**config.mk**
```make
export PLATFORM = sky130hd
export DESIGN_NAME = noc0_tx_msg_arbiter
export DESIGN_NICKNAME = d
export VERILOG_FILES = /design/src/rtl/noc_arb_pkg.sv /design/src/rtl/noc0_tx_msg_arbiter_rr_pick.sv /design/src/rtl/noc0_tx_msg_arbiter.sv
export SDC_FILE = /design/constraint.sdc
export NUM_CORES = 1
export LEC_CHECK = 0
export ABC_AREA = 1
export CAP_MARGIN = 25
export CORE_MARGIN = 1
export CORE_UTILIZATION = 28
export CTS_BUF_LIST = sky130_fd_sc_hd__clkbuf_2 sky130_fd_sc_hd__clkbuf_4 sky130_fd_sc_hd__clkbuf_8
export CTS_CLUSTER_SIZE = 8
export DETAILED_ROUTE_END_ITERATION = 10
export PLACE_DENSITY = 0.77
export SLEW_MARGIN = 5
export SYNTH_ARGS = -nofsm -noshare
export SYNTH_HDL_FRONTEND = slang
export SYNTH_SLANG_ARGS = --single-unit
export TNS_END_PERCENT = 5
```
**constraint.sdc**
```tcl
create_clock -name clk -period 1.9 [get_ports clk]
set_clock_uncertainty 0.15 [all_clocks]
set_input_delay 0.38 -clock clk [delete_from_list [all_inputs] [get_ports clk]]
set_output_delay 0.38 -clock clk [all_outputs]
set_load 0.1 [all_outputs]
```
**src/rtl/noc_arb_pkg.sv**
```systemverilog
// Shared definitions for noc0 tile arbiters: FSM states and the header
// length-field position that producers and arbiters must agree on.
`ifndef NOC_DATA_WIDTH
`define NOC_DATA_WIDTH 64
`endif

package noc_arb_pkg;

   typedef enum logic [1:0] {
      ARB_IDLE,
      ARB_HDR,
      ARB_BODY
   } arb_state_e;

   // Header flit carries the payload flit count in [NOC_LEN_LSB +: NOC_LEN_W]
   localparam int NOC_LEN_LSB = 0;
   localparam int NOC_LEN_W   = 8;

endpackage

```
**src/rtl/noc0_tx_msg_arbiter_rr_pick.sv**
```systemverilog
// Combinational round-robin picker: first asserted request at or after ptr,
// scanning cyclically. Reusable by other tile arbiters.
module rr_pick #(
   parameter int NUM_SRC = 2,
   parameter int IDX_W   = $clog2(NUM_SRC)
) (
   input  logic [NUM_SRC-1:0] req,
   input  logic [IDX_W-1:0]   ptr,
   output logic [NUM_SRC-1:0] grant_oh,
   output logic [IDX_W-1:0]   grant_idx,
   output logic               any
);

   logic [IDX_W:0]   sum;
   logic [IDX_W-1:0] idx;

   always_comb begin
      grant_oh  = '0;
      grant_idx = '0;
      any       = 1'b0;
      sum       = '0;
      idx       = '0;
      for (int off = 0; off < NUM_SRC; off++) begin
         sum = {1'b0, ptr} + (IDX_W+1)'(off);
         if (sum >= (IDX_W+1)'(NUM_SRC)) begin
            sum = sum - (IDX_W+1)'(NUM_SRC);
         end
         idx = sum[IDX_W-1:0];
         if (!any && req[idx]) begin
            any           = 1'b1;
            grant_idx     = idx;
            grant_oh[idx] = 1'b1;
         end
      end
   end

endmodule

```
**src/rtl/noc0_tx_msg_arbiter.sv**
```systemverilog
// Message-granular round-robin arbiter sharing one noc0 val/rdy injection
// port between NUM_SRC producers; data and handshake pass through combinationally.
//
//   state    | meaning
//   ARB_IDLE | no owner; grant chosen combinationally by round-robin scan
//   ARB_HDR  | owner latched, its header flit not yet accepted
//   ARB_BODY | header accepted; remain_r payload flits still to go
`ifndef NOC_DATA_WIDTH
`define NOC_DATA_WIDTH 64
`endif

module noc0_tx_msg_arbiter
   import noc_arb_pkg::*;
#(
   parameter int NUM_SRC = 2,
   parameter int DATA_W  = `NOC_DATA_WIDTH,
   parameter int LEN_LSB = NOC_LEN_LSB,
   parameter int LEN_W   = NOC_LEN_W
) (
   input  logic                      clk,
   input  logic                      rst_n,
   input  logic [NUM_SRC-1:0]        src_arb_val,
   input  logic [NUM_SRC*DATA_W-1:0] src_arb_data,
   output logic [NUM_SRC-1:0]        arb_src_rdy,
   output logic                      arb_dst_val,
   output logic [DATA_W-1:0]         arb_dst_data,
   input  logic                      dst_arb_rdy,
   output logic [NUM_SRC-1:0]        arb_grant_oh,
   output logic                      arb_msg_done
);

   localparam int               IDX_W    = $clog2(NUM_SRC);
   localparam logic [IDX_W-1:0] LAST_IDX = IDX_W'(NUM_SRC - 1);

   arb_state_e       state_r, state_nxt;
   logic [IDX_W-1:0] prio_ptr_r, prio_ptr_nxt;
   logic [IDX_W-1:0] owner_r, owner_nxt;
   logic [LEN_W-1:0] remain_r, remain_nxt;

   logic [NUM_SRC-1:0] pick_oh;
   logic [IDX_W-1:0]   pick_idx;
   logic               pick_any;

   logic [DATA_W-1:0] src_data_a [NUM_SRC];
   logic [IDX_W-1:0]  g;
   logic [IDX_W-1:0]  g_succ;
   logic              g_valid;
   logic              hs;
   logic [LEN_W-1:0]  hdr_len;
   logic              last_flit;

   for (genvar i = 0; i < NUM_SRC; i++) begin : g_unpack
      assign src_data_a[i] = src_arb_data[i*DATA_W +: DATA_W];
   end

   rr_pick #(
      .NUM_SRC (NUM_SRC),
      .IDX_W   (IDX_W)
   ) u_rr_pick (
      .req       (src_arb_val),
      .ptr       (prio_ptr_r),
      .grant_oh  (pick_oh),
      .grant_idx (pick_idx),
      .any       (pick_any)
   );

   // Grant/forwarding path; everything is forced to 0 while rst_n is low
   always_comb begin
      g            = (state_r == ARB_IDLE) ? pick_idx : owner_r;
      g_valid      = rst_n && ((state_r != ARB_IDLE) || pick_any);
      g_succ       = (g == LAST_IDX) ? '0 : g + IDX_W'(1);
      arb_dst_val  = g_valid && src_arb_val[g];
      arb_dst_data = g_valid ? src_data_a[g] : '0;
      arb_src_rdy  = g_valid ? (NUM_SRC'(dst_arb_rdy) << g) : '0;
      arb_grant_oh = '0;
      if (g_valid) begin
         arb_grant_oh = (state_r == ARB_IDLE) ? pick_oh : (NUM_SRC'(1) << owner_r);
      end
      hs           = arb_dst_val && dst_arb_rdy;
      hdr_len      = src_data_a[g][LEN_LSB +: LEN_W];
      last_flit    = (state_r == ARB_BODY) ? (remain_r == LEN_W'(1)) : (hdr_len == '0);
      arb_msg_done = hs && last_flit;
   end

   always_comb begin
      state_nxt    = state_r;
      prio_ptr_nxt = prio_ptr_r;
      owner_nxt    = owner_r;
      remain_nxt   = remain_r;
      case (state_r)
         ARB_IDLE: begin
            if (pick_any) begin
               if (!hs) begin
                  // Lock the owner so a stalled header cannot lose its grant
                  owner_nxt = pick_idx;
                  state_nxt = ARB_HDR;
               end else if (hdr_len == '0) begin
                  prio_ptr_nxt = g_succ;
               end else begin
                  owner_nxt  = pick_idx;
                  remain_nxt = hdr_len;
                  state_nxt  = ARB_BODY;
               end
            end
         end
         ARB_HDR: begin
            if (hs) begin
               if (hdr_len == '0) begin
                  prio_ptr_nxt = g_succ;
                  state_nxt    = ARB_IDLE;
               end else begin
                  remain_nxt = hdr_len;
                  state_nxt  = ARB_BODY;
               end
            end
         end
         ARB_BODY: begin
            if (hs) begin
               remain_nxt = remain_r - LEN_W'(1);
               if (remain_r == LEN_W'(1)) begin
                  prio_ptr_nxt = g_succ;
                  state_nxt    = ARB_IDLE;
               end
            end
         end
         default: state_nxt = ARB_IDLE;
      endcase
   end

   always_ff @(posedge clk) begin
      if (!rst_n) begin
         state_r    <= ARB_IDLE;
         prio_ptr_r <= '0;
         owner_r    <= '0;
         remain_r   <= '0;
      end else begin
         state_r    <= state_nxt;
         prio_ptr_r <= prio_ptr_nxt;
         owner_r    <= owner_nxt;
         remain_r   <= remain_nxt;
      end
   end

endmodule
```
Figure 1. Power grid.
Pins as bars on the die edge. Tap cells in grey.
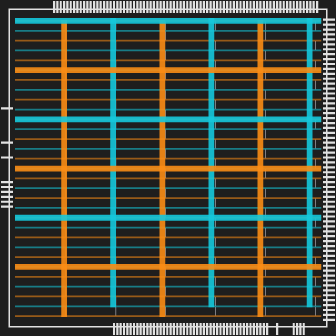
legend:
  VSS:
    colour: orange
  VDD:
    colour: cyan
met5 straps: 6
tap cells: 96
met1 rails: 31
Die Y: 87.3 µm
Max VDD drop: 1.42 mV
Die Span X: 87.3 µm

Figure 2. Placement by cell class.
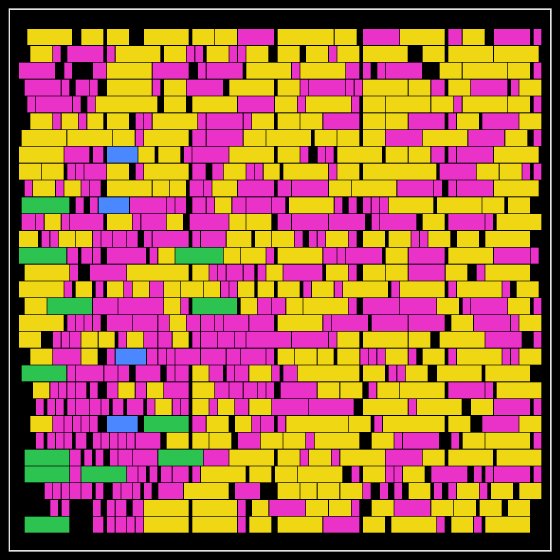
legend:
  flops:
    colour: green
    cells: 12
    share_of_their_area: 3.9%
  all other logic:
    colour: magenta
    cells: 379
    share_of_their_area: 41%
  other buffers and delay cells:
    colour: yellow
    cells: 264
    share_of_their_area: 54%
  clock drivers and dummy loads:
    colour: blue
    cells: 4
    share_of_their_area: 0.87%
flop share of the area: 3.80%
Core ar.: 6910 µm²
Util after Layout: 92.9%
Final Cell Area: 6420 µm²

==> out/results.ini <==
[global_routing]
grt_overflow_total = 0
grt_use_total_pct = 36.7
grt_max_degree = 28
grt_use_met1_pct = 36.9

[power_and_ir_drop]
internal-power_mw = 3.77
pwr_density_cell_nw_per_um2 = 1510
power_mw = 9.66
power_switching_mw = 5.89
pg_clk_mw = 0.298
p_leak_nw = 2.61
seqPwrFrac_pct = 3.8

[yosys]
ys_cells = 413
numSynthFlops = 12
synth_area_leader_cell = nand2_1
synthArstFlopShare_pct = 0
top_cell = nand2_1
logic_family = simple AND/OR/NAND/NOR gates
synth_top_area_share_pct = 31.7
synth_area_um2 = 2040
yosys.area_share.adder_pct = 1.23
area_leaders = nand2_1 (32%), a21oi_1 (15%), dfxtp_1 (12%)
xor_area_share_pct = 0

[hold_path]
min_path_type = register to register
hold_depth = 2

[sta]
final.setup.worst_slack_ps = -710
timing.final.crit_share_pct = 137
setup_violations = 82
slew_violations = 0

[layout]
lay_top_count = nand2_1
clkbuf_count = 4
dominant_cells = buffers
inverters = 39
drive_gt1_share_pct = 41.1
clkCellAreaFrac_pct = 0.858
nFillCells = 233

[run]
warnings = 30
cap_violations = 0

[critical_path]
critPathMaxFanout = 8
arrival_ps = 2080
r2r_slack_ps = -350
start_kind = register
cp.depth = 11
r2r-end = remain_r[5]$_SDFFE_PN0P_
cp_slowest_cell = dfxtp_2
endpoint_kind = output port
path_buffers = 2
path_class = register to output port

[drt]
wirelength_um = 16500
drcViolationCount = 0
vias_per_cell = 5.47
drt-met1-wl_um = 5450

[die]
ios = 203
num_rows = 30
initCoreUtil_pct = 29.5

[placed_design]
place_congestion = 0.920
dp_hpwl_um = 10100
place_ws_ps = -806
placed_cells = 731

[clocking]
cts-root-buf = clkbuf_8
numCtsBuffers = 3
cts_max_path_buffers = 2
postCtsSetupBuffers = 9
cts_tree = built
cts-htree-levels = 1
ctsResizeCount = 41

[status]
violations = negative setup slack
status = complete, but fails checks

